Design stage_writeback_flat, sky130hd; sources not shown.
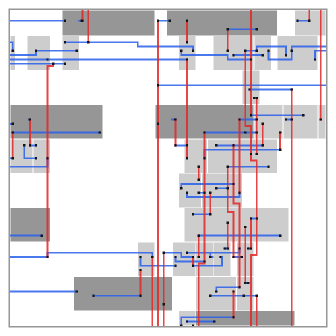
Run 1: close-up of the layout
Region (52, 26) to (77, 51) microns. Cells in gray, sequential cells in the stronger gray; small squares are vias.
| layer | color |
|---|---|
| met1 | blue |
| met2 | red |
cells with their middle in the window: 28
most frequent: inv_1 (4), nor2_1 (4), xor2_1 (3)
sequential cells in the window: 5

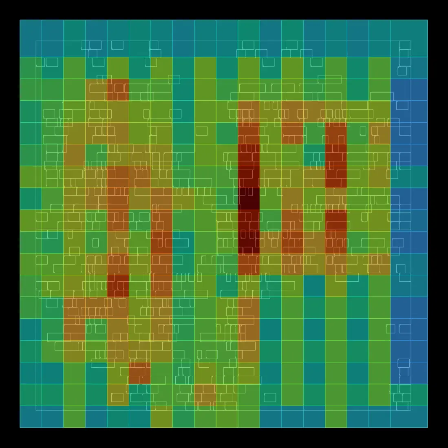
Run 1: track usage over the die
DR WL/cell: 15.3 microns
final core occ: 36.3%
layer carrying the most global-route usage: met2

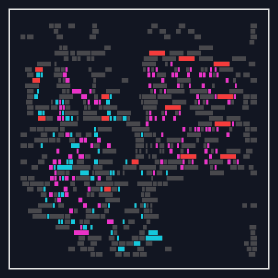
Run 1: gate-type map
(2 px per micron)
| family | color | cells |
|---|---|---|
| NOR gates | cyan | 63 |
| multiplexers | red | 15 |
| NAND gates | magenta | 117 |
combinational fraction of the cell area: 38.3%
Top cell excl fill/tap: clkdlybuf4s50_1
fin cells: 704

==> flow_summary.ini, run 1 <==
; yosys + openroad results
[outcome]
status = complete, no violations

[yosys]
synth_top_area_share_pct = 40.1
synth.logic.top_family = simple AND/OR/NAND/NOR gates
ys_sh_xor_pct = 5.69
ff_type = dfxtp_1
syn_nets = 460
yosys_area_sq_um = 3540
syn-instance-count = 422
ys_sh_simple_pct = 29.1
yosysTopAreaCell = dfxtp_1
yosysUniqueCellTypes = 38
ys_async_sr_fraction_pct = 0
ys.flops = 71
ys_sh_mux_pct = 7.24
topCellsByArea = dfxtp_1 (40%), nand3_1 (5.9%), a21oi_1 (5.8%)
synthMostInstantiatedCell = dfxtp_1
syn_area_sq_um = 3540
ys_warn_count = 0
synth-adder-area-share_pct = 2.69

[routing]
vias = 3311
drc = 0
routed_wl_microns = 10800
firstDrtPassIters = 4
antenna_left = 0
drtIter0Drc = 186
viasPerCell = 4.70

[floorplanning]
pin_count = 98
fp_util_pct = 25.5
dieWidth_microns = 129
die_y_microns = 129

[layout]
logic_area_sq_um = 1930
final_cell_mix = clkdlybuf4s50_1 (81), dfxtp_1 (65), nand2_1 (50)
clk_share_pct = 5.67
n_all_buffers = 127
fin_nets = 557
clockBufferCount = 11
num_antenna_cells = 0
flops = 71
seq_share_pct = 28.5
area_delta_synth_final_pct = 42.1
fillers = 1450
inverters_excl_clock = 11
drive_above_1_share_pct = 15.8
dominant_cells = logic gates
final_cell_area_sq_um = 5030
layout.nonclk_buf_share_pct = 22.2

[final_timing]
finalSetupViolCount = 0
max_freq_mhz = 461
tightest_slew_ns = 0.611
setup_tns_ns = 0
finalClockPeriodUsage_pct = 96.3
final_max_slew_viol_count = 0
grt_setup_unrepaired = false
slew_headroom_pct = 59.3
layout_setup_ws_ns = 0.0822
finClkSkew_ns = 0.00323

[critical_path]
cp.depth = 2
crit_arrival_ns = 1.83
crit_path_cell_trace = mux4_2, clkdlybuf4s50_1
slowest_stage = mux4_2
path_buffers = 1
cp.required_ns = 1.91
slowest_delay_ns = 0.55
worstPathMaxFanout = 9
reg2reg_depth = 5
reg2reg_slack_ns = 0.13
path_class = reg -> out

[placed_design]
dp_hpwl_microns = 7630
portBuffers = 85
post-place-ws_ns = -0.761
place_area_sq_um = 4650

[pwr]
p_leak_nw = 1.76
power_frac_seq_pct = 40.8
irDropWorstVdd_mv = 0.300
swShare_pct = 28.9
power.internal_mw = 2.55
cellPowerDensity_nw_per_um2 = 712
power_mw = 3.58
p_clk_share_pct = 37.7
p_sw_mw = 1.03

[clock_tree]
cts_buffers = 9
path_clk_slew_ns = 0.06
cts_tree = yes
root_buffer = clkbuf_16
cts.htree.levels = 3
cts_sinks = 71

[run]
max_cap_violations = 0
warnings = 29

[hold_path]
hold_class = reg -> reg
hold_path_depth = 2

[global_route]
grt_remaining_overflow = 0
grt_pass1_wl_microns = 17400
track_usage_pct = 13.5
antenna_found_initial = 0
## run 1: power by group through the flow
stage	combinational (mW)	sequential, mW	clock (mW)
2_1_floorplan	0.460	1.44	0
3_3_place_gp	0.810	1.44	0
3_5_place_dp	0.813	1.44	0
4_1_cts	0.766	1.47	1.39
5_1_grt	0.846	1.48	1.43
6_report	0.768	1.46	1.35
## run 1: per-layer routing
layer / vias to the layer above / GRT usage, % / share of wire [%]
met5: - / - / 0
met1: 1544 / 16.8 / 45
met2: 97 / 22.5 / 48
met3: 13 / 2.80 / 5.4
li1: 1657 / - / -
met4: 0 / 3.58 / 1.3
## run 1: what timing repair did
action                                  CTS  global route
pin swaps                                 4             2
endpoints found under the setup margin   30            43
buffers inserted                          3             3
gates resized                            22             9
==> run 1 -> run 2 <==
--- a/config.mk
+++ b/config.mk
@@ -7,6 +7,7 @@
 export LEC_CHECK = 0
 export CORE_MARGIN = 5
 export CORE_UTILIZATION = 25
+export CTS_BUF_LIST = sky130_fd_sc_hd__clkbuf_16
 export DETAILED_ROUTE_END_ITERATION = 6
 export GPL_TIMING_DRIVEN = 0
 export MAX_ROUTING_LAYER = met4
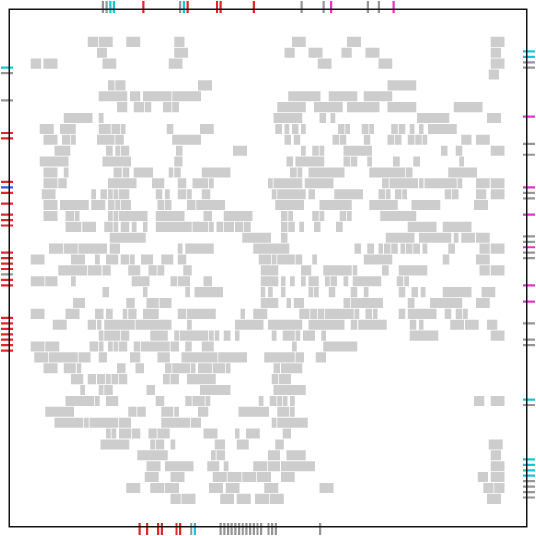
Run 2: pin placement
(4 px per micron) Pins as bars across the die edge, other pins in gray.
| port | color | pins | direction | edge |
|---|---|---|---|---|
| reset | blue | 1 | input | left |
| wb_dwa | cyan | 12 | output | 7 right, 3 top, 1 left, 1 bottom |
| wb_retired | red | 32 | output | 21 left, 6 bottom, 5 top |
| wb_cq | magenta | 8 | output | 6 right, 2 top |
Die Ht: 129 microns
chip width: 129 microns

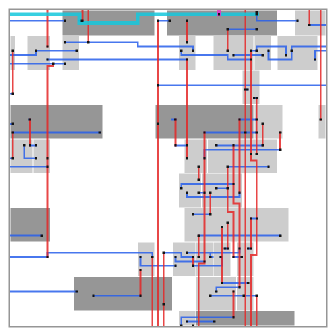
Run 2: close-up of the layout
Region (52, 26) to (77, 51) microns. Cells in gray, sequential cells in the stronger gray; small squares are vias.
| layer | color |
|---|---|
| met1 | blue |
| met2 | red |
| met3 | cyan |
| met4 | magenta |
cells with their middle in the window: 27
most frequent: inv_1 (4), nor2_1 (4), xor2_1 (3)
sequential cells in the window: 5

==> flow_summary.ini, run 2 <==
; yosys + openroad results
[yosys]
yosys_area_sq_um = 3540
syn-instance-count = 422
syn_nets = 460
ys_cells = 422
ff_type = dfxtp_1
ys_sh_mux_pct = 7.24
ys_sh_simple_pct = 29.1
edf_count = 0
avgSynthCellArea_sq_um = 8.39
synthAoiAreaFrac_pct = 7.46
yosysUniqueCellTypes = 38
ys_async_sr_fraction_pct = 0
ys_sh_xor_pct = 5.69
synth.logic.top_family = simple AND/OR/NAND/NOR gates
ys.flops = 71
common_cells = dfxtp_1 (71), nand2_1 (50), nand3_1 (42)
yosysTopAreaCell = dfxtp_1
ys_warn_count = 0
synth_seq_share_pct = 40.1
synth_top_area_share_pct = 40.1
syn_area_sq_um = 3540
synth-adder-area-share_pct = 2.69
synthMostInstantiatedCell = dfxtp_1
topCellsByArea = dfxtp_1 (40%), nand3_1 (5.9%), a21oi_1 (5.8%)

[critical_path]
slowest_delay_ns = 0.55
reg2reg_slack_ns = 0.13
crit_family = multiplexers
crit_path_cell_trace = mux4_2, clkdlybuf4s50_1
path_class = reg -> out
crit_arrival_ns = 1.83
end_kind = output pin
worstPathMaxFanout = 9
cp.depth = 2
slowest_stage = mux4_2
startpoint_type = flop
path_buffers = 1
reg2reg_depth = 5
cp.required_ns = 1.91

[floorplanning]
n_tap_cell = 180
rows = 43
fp_util_pct = 25.5
coreArea_sq_um = 13900
die_area_sq_um = 16600
pin_count = 98

[global_route]
grt_max_degree = 13
use_met3_pct = 2.80
track_usage_pct = 13.5
grt_pass1_vias = 3405
grt_remaining_overflow = 0
busiest_layer = met2
antenna_found_initial = 0
use_met2_pct = 22.6
grt_pass1_wl_microns = 17400
met1_usage_pct = 16.7

[outcome]
status = complete, no violations

[pwr]
p_clk_share_pct = 36.4
swShare_pct = 29.2
power_frac_seq_pct = 41.8
p_leak_nw = 1.74
power.internal_mw = 2.48
comb_power_share_pct = 21.8
cellPowerDensity_nw_per_um2 = 699
p_sw_mw = 1.02
irDropWorstVdd_mv = 0.299
power_mw = 3.50

[layout]
inverters_excl_clock = 11
n_all_buffers = 126
area_delta_synth_final_pct = 41.3
fin_nets = 556
sh_comb_area_pct = 38.5
clk_share_pct = 5.30
drive_above_1_share_pct = 15.3
logic_area_sq_um = 1930
dominant_cells = logic gates
comb_cells = 299
flops = 71
num_antenna_cells = 0
seq_area_sq_um = 1430
fillers = 1452
layout.nonclk_buf_share_pct = 22.1
final_util_pct = 36.1
clockBufferCount = 9
seq_share_pct = 28.7
layout.cells.most_common = clkdlybuf4s50_1
final_cell_mix = clkdlybuf4s50_1 (81), dfxtp_1 (65), nand2_1 (50)
final-instance-count-excl-fill = 703

[routing]
drtIter0Drc = 176
vias = 3318
routed_wl_microns = 10700
viasPerCell = 4.72
wire_per_inst_microns = 15.3
firstDrtPassIters = 4
drc = 0
antenna_left = 0

[final_timing]
final_max_slew_viol_count = 0
finalWorstPathRequiredPeriod_ns = 2.17
max_freq_mhz = 461
finalClockPeriodUsage_pct = 96.5
grt_setup_unrepaired = false
finalSetupViolCount = 0
hold_viol = 0
tightest_slew_ns = 0.607
fin_hold_ws_ns = 0.452
finClkSkew_ns = 0.00440
slew_headroom_pct = 59.5

[clock_tree]
cts_tree = yes
cts_buffers = 9
cts.htree.levels = 3
clockBufferDepth = 2
post_cts_buffers = 3
cts_sinks = 71
path_clk_slew_ns = 0.06
cts-resized-gates = 22
root_buffer = clkbuf_16
hold_buffers = 0

[hold_path]
hold_path_depth = 2
hold_class = reg -> reg

[placed_design]
portBuffers = 85
dp_hpwl_microns = 7630
placedCellCount = 687
place.gp.congestion = 0.800

[run]
max_cap_violations = 0
warnings = 29
[run 2: cell counts after synthesis]
Identical to the previous run, type by type.
[run 2: metrics by stage]
stage	cell area [sq um]	setup TNS (ns)	worst slack, ns
floorplan	3580	0	0.00107
CTS	4960	0	0.00740
global route	5000	0	0.00859
finish	5000	0	0.0792
detailed placement	4650	-16.60	-0.761
global placement	4650	-17.34	-0.795
[run 2: power by group through the flow]
stage	combinational, mW	sequential, mW	clock [mW]
after global routing	0.843	1.48	1.36
after floorplan	0.460	1.44	0
after CTS	0.767	1.47	1.32
final	0.765	1.46	1.27
after detailed placement	0.813	1.44	0
after global placement	0.810	1.44	0
[run 2: metal layers]
metal / vias to the layer above / routed length (microns)
met5: - / 0
met4: 0 / 85
met3: 7 / 581
met2: 95 / 5320
met1: 1560 / 4740
li1: 1656 / -
No activity file was given, so power comes from the tool's default toggle rates.
